### Gate-type map, run 1

Scale: 12 px per um.
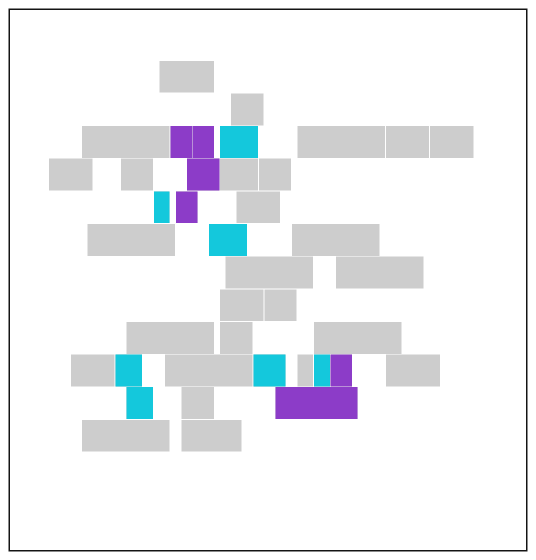
### Drive-strength map, run 1

Scale: 12 px per um.
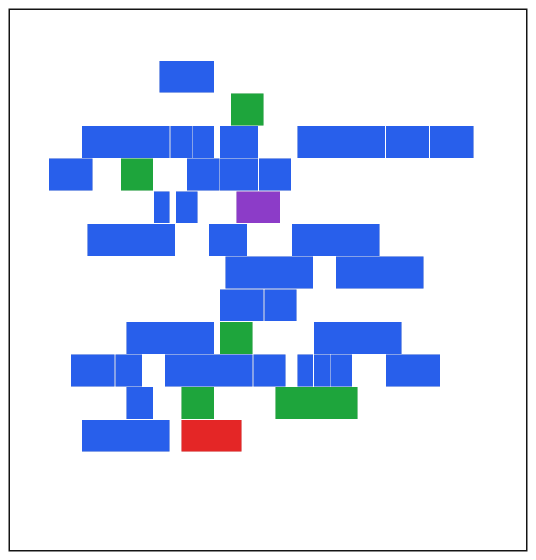
### Signal wires by layer, run 1

Scale: 12 px per um. Two of the layers only.
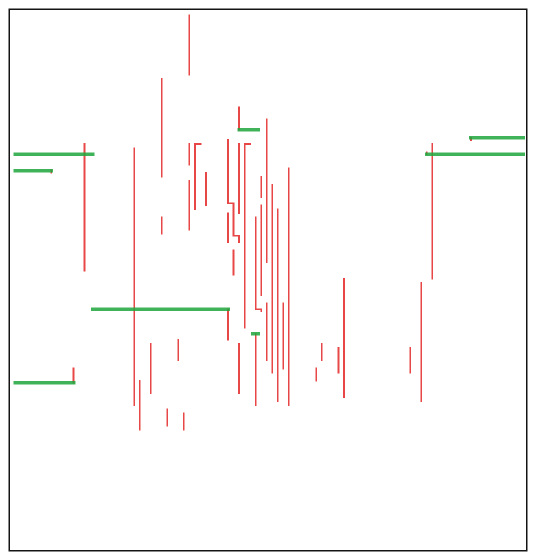
### Port wiring, run 1

Scale: 6 px per um.
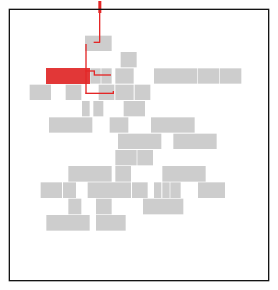
`src/rtl/gate_in_pkg.sv`:
```
// Shared state encoding and default debounce length for the gate input front ends.
package gate_in_pkg;

   localparam int DEFAULT_STABLE_CYCLES = 4;

   typedef enum logic [1:0] {
      ST_LOW       = 2'd0,
      ST_WAIT_HIGH = 2'd1,
      ST_HIGH      = 2'd2,
      ST_WAIT_LOW  = 2'd3
   } state_t;

endpackage

```
`src/rtl/gate_input_debouncer_sync_2ff.sv`:
```
// Two-flop synchroniser for a raw asynchronous bit; reusable by any gate front end.
module sync_2ff (
   input  logic clk,
   input  logic rst,
   input  logic d,
   output logic q
);

   logic s1_q;
   logic s2_q;

   always_ff @(posedge clk) begin
      if (rst) begin
         s1_q <= 1'b0;
         s2_q <= 1'b0;
      end else begin
         s1_q <= d;
         s2_q <= s1_q;
      end
   end

   assign q = s2_q;

endmodule

```
`src/rtl/gate_input_debouncer.sv`:
```
// Synchronised stable-count debouncer with one-cycle rise/fall pulses.
// Optional macro OUT_INVERT_EN presents y as the inverted debounced level.
module gate_input_debouncer
   import gate_in_pkg::*;
#(
   parameter int STABLE_CYCLES = DEFAULT_STABLE_CYCLES
) (
   input  logic clk,
   input  logic rst,
   input  logic a,
   output logic y,
   output logic rise,
   output logic fall
);

   localparam int CNT_W = $clog2(STABLE_CYCLES + 1);
   localparam logic [CNT_W-1:0] CNT_ONE  = CNT_W'(1);
   localparam logic [CNT_W-1:0] CNT_LAST = CNT_W'(STABLE_CYCLES - 1);

   logic             aSync;
   state_t           state_q, state_d;
   logic [CNT_W-1:0] cnt_q, cnt_d;
   logic             lvl_q, lvl_d;
   logic             rise_q, rise_d;
   logic             fall_q, fall_d;

   sync_2ff u_sync (
      .clk (clk),
      .rst (rst),
      .d   (a),
      .q   (aSync)
   );

   always_ff @(posedge clk) begin
      if (rst) begin
         state_q <= ST_LOW;
         cnt_q   <= '0;
         lvl_q   <= 1'b0;
         rise_q  <= 1'b0;
         fall_q  <= 1'b0;
      end else begin
         state_q <= state_d;
         cnt_q   <= cnt_d;
         lvl_q   <= lvl_d;
         rise_q  <= rise_d;
         fall_q  <= fall_d;
      end
   end

   // Any sample that disagrees with the pending level drops back to the settled state.
   always_comb begin
      state_d = state_q;
      cnt_d   = '0;
      lvl_d   = lvl_q;
      rise_d  = 1'b0;
      fall_d  = 1'b0;
      case (state_q)
         ST_LOW: begin
            if (aSync) begin
               state_d = ST_WAIT_HIGH;
               cnt_d   = CNT_ONE;
            end
         end
         ST_WAIT_HIGH: begin
            if (!aSync) begin
               state_d = ST_LOW;
            end else if (cnt_q == CNT_LAST) begin
               state_d = ST_HIGH;
               lvl_d   = 1'b1;
               rise_d  = 1'b1;
            end else begin
               cnt_d = cnt_q + CNT_ONE;
            end
         end
         ST_HIGH: begin
            if (!aSync) begin
               state_d = ST_WAIT_LOW;
               cnt_d   = CNT_ONE;
            end
         end
         ST_WAIT_LOW: begin
            if (aSync) begin
               state_d = ST_HIGH;
            end else if (cnt_q == CNT_LAST) begin
               state_d = ST_LOW;
               lvl_d   = 1'b0;
               fall_d  = 1'b1;
            end else begin
               cnt_d = cnt_q + CNT_ONE;
            end
         end
         default: state_d = ST_LOW;
      endcase
   end

`ifdef OUT_INVERT_EN
   assign y = ~lvl_q;
`else
   assign y = lvl_q;
`endif
   assign rise = rise_q;
   assign fall = fall_q;

endmodule

```
`config.mk`:
```
export PLATFORM = sky130hd
export DESIGN_NAME = gate_input_debouncer
export DESIGN_NICKNAME = d
export VERILOG_FILES = /design/src/rtl/gate_in_pkg.sv /design/src/rtl/gate_input_debouncer_sync_2ff.sv /design/src/rtl/gate_input_debouncer.sv
export SDC_FILE = /design/constraint.sdc
export NUM_CORES = 1
export LEC_CHECK = 0
export CAP_MARGIN = 20
export CELL_PAD_IN_SITES_DETAIL_PLACEMENT = 0
export CELL_PAD_IN_SITES_GLOBAL_PLACEMENT = 2
export CORE_AREA = 3 3 40 42
export DETAILED_ROUTE_END_ITERATION = 7
export DIE_AREA = 0 0 43 45
export PLACE_DENSITY_LB_ADDON = 0.1
export SLEW_MARGIN = 20
export SYNTH_ARGS = -nofsm -noshare
export SYNTH_HDL_FRONTEND = slang
export SYNTH_SLANG_ARGS = --single-unit
```
`constraint.sdc`:
```
create_clock -name clk -period 1.5 [get_ports clk]
set_input_delay 0.3 -clock clk [delete_from_list [all_inputs] [get_ports clk]]
set_output_delay 0.3 -clock clk [all_outputs]
set_load 0.01 [all_outputs]
```
==> results_dict.tcl, run 1 <==
# implementation run metrics
set metrics [dict create \
    status "finished, final reports clean" \
    worst_pin_slew_ps 244.7 \
    cts_sinks 10 \
    htreeDepth 1 \
    power_frac_comb_pct 4.5 \
    seq_power_share_pct 50.7 \
    top_area_share_pct 56.94 \
    grt.overflow.total 0 \
    timing.rr.start "cnt_q[0]" \
    met1_length_um 273 \
    insertedDiodeCount 0 \
    end_kind "output port" \
    endpoint "fall" \
    critPathMaxStageDelay_ps 530 \
    cts_hold_buf 0 \
    p_clk_mw 0.245 \
    pre_cts_ws_ps 167.2 \
    worst_slew_margin_rel_pct 83.46 \
    seq_area_frac_synth_pct 56.94 \
    grt_most_used_layer "met4" \
    syn_avg_cell_area_um2 11.72 \
]
## Picture notes: 'Gate-type map'
- purple: inverting AOI/OAI gates (cells 6)
- cyan: NOR gates (cells 7)
most frequent logic cell in the layout: dfxtp_1
logic share of the area: 31.64%
Layout Cells excl Fill: 55

## Picture notes: 'Drive-strength map'
- green: _3 and _4 cells (cells 5)
- red: _6 and larger (cells 1)
- purple: _2 cells (cells 1)
- blue: _0 and _1 cells (cells 33)
non-clock buffer count in the final layout: 6
cell area after layout: 466.7 um2
Final WS setup: 79.87 ps
Area growth, synth to finish: 32.74%

## Picture notes: 'Signal wires by layer'
- red: metal 2 (wire length 253 um)
- green: metal 3 (wire length 39.8 um)
Tot GR Track Use: 7.383%
Total Routed Length: 596 um
Routed WL per cell: 10.84 um
via count: 240

## Picture notes: 'Port wiring'
- red: y (bits 1; direction output; edge north; end cells 1; buffers 1; wire 23.8 um)
num ports: 6
Buffers on Ports: 5

==> run 1 -> run 2 <==
--- a/config.mk
+++ b/config.mk
@@ -5,12 +5,14 @@
 export SDC_FILE = /design/constraint.sdc
 export NUM_CORES = 1
 export LEC_CHECK = 0
+export ABC_AREA = 1
 export CAP_MARGIN = 20
 export CELL_PAD_IN_SITES_DETAIL_PLACEMENT = 0
 export CELL_PAD_IN_SITES_GLOBAL_PLACEMENT = 2
-export CORE_AREA = 3 3 40 42
+export CORE_MARGIN = 3
+export CORE_UTILIZATION = 26
+export CTS_CLUSTER_SIZE = 14
 export DETAILED_ROUTE_END_ITERATION = 7
-export DIE_AREA = 0 0 43 45
 export PLACE_DENSITY_LB_ADDON = 0.1
 export SLEW_MARGIN = 20
 export SYNTH_ARGS = -nofsm -noshare
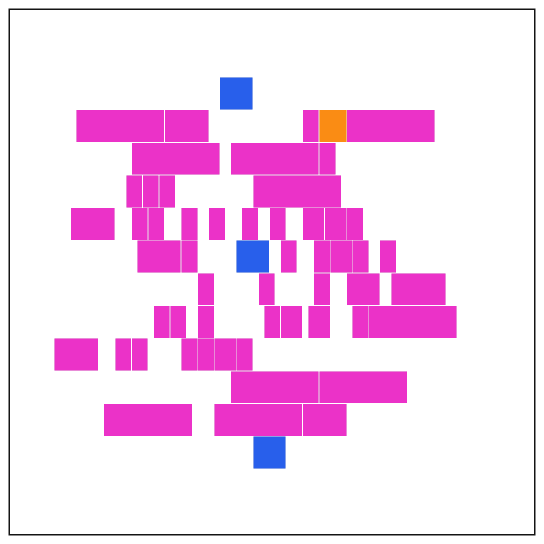
*Drive-strength map, run 2*
Scale: 12 px per um.
Final WS setup: 70.75 ps
cell area after layout: 459.2 um2
Area growth, synth to finish: 24.41%

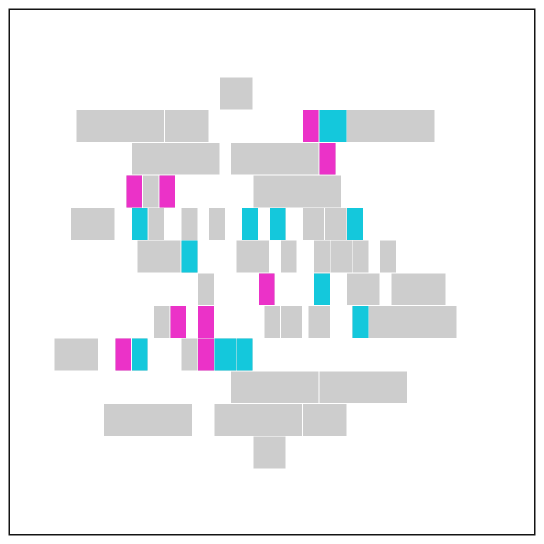
*Gate-type map, run 2*
Scale: 12 px per um.
- cyan: NOR gates (cells 11; most used nor2_1)
- magenta: inverters (cells 9; most used inv_1)
most frequent logic cell in the layout: nand2_1
logic share of the area: 29.43%

==> run 2 against run 1 <==
  * Synthesized area increased by 5.0%
  * Non-clock buffer count decreased by 1
  * Utilization increased by 1.4 points
  * Cell count increased by 29%
  * Sequential cell count unchanged
  * Clock skew decreased by 3.0 ps
  * Clock power decreased by about 30%
  * Worst hold slack got worse by 25 ps
  * Combinational power decreased by 36%
  * Critical endpoint is now y
==> results_dict.tcl, run 2 <==
# implementation run metrics
set metrics [dict create \
    status "finished, final reports clean" \
    avgRoutedWirePerCell_um 9.042 \
    nClkBuffers 3 \
    hold_path.class "flip-flop to flip-flop" \
    top_layer "met4" \
    grt_most_used_layer "met2" \
    root_buffer "clkbuf_4" \
    top_area_share_pct 54.24 \
    cts_sinks 10 \
    ioPinCount 6 \
    buffers 5 \
    comb_cells 30 \
    cts_hold_buf 0 \
    seq_area_frac_synth_pct 54.24 \
    grt.overflow.total 0 \
    htreeDepth 1 \
    end_kind "output port" \
    worst_pin_slew_ps 224.0 \
    instances_no_fill 71 \
    wl_um 642 \
    insertedDiodeCount 0 \
    met1_length_um 292 \
    critPathMaxStageDelay_ps 540 \
    seq_power_share_pct 59.3 \
    num_vias 302 \
    p_clk_mw 0.171 \
    syn_avg_cell_area_um2 7.533 \
    drv_cap 0 \
    io_buffers 5 \
    timing.rr.start "cnt_q[0]" \
    power_frac_comb_pct 3.4 \
    largestClassByArea "sequential cells" \
]
Power is estimated from default activity; no workload was simulated.
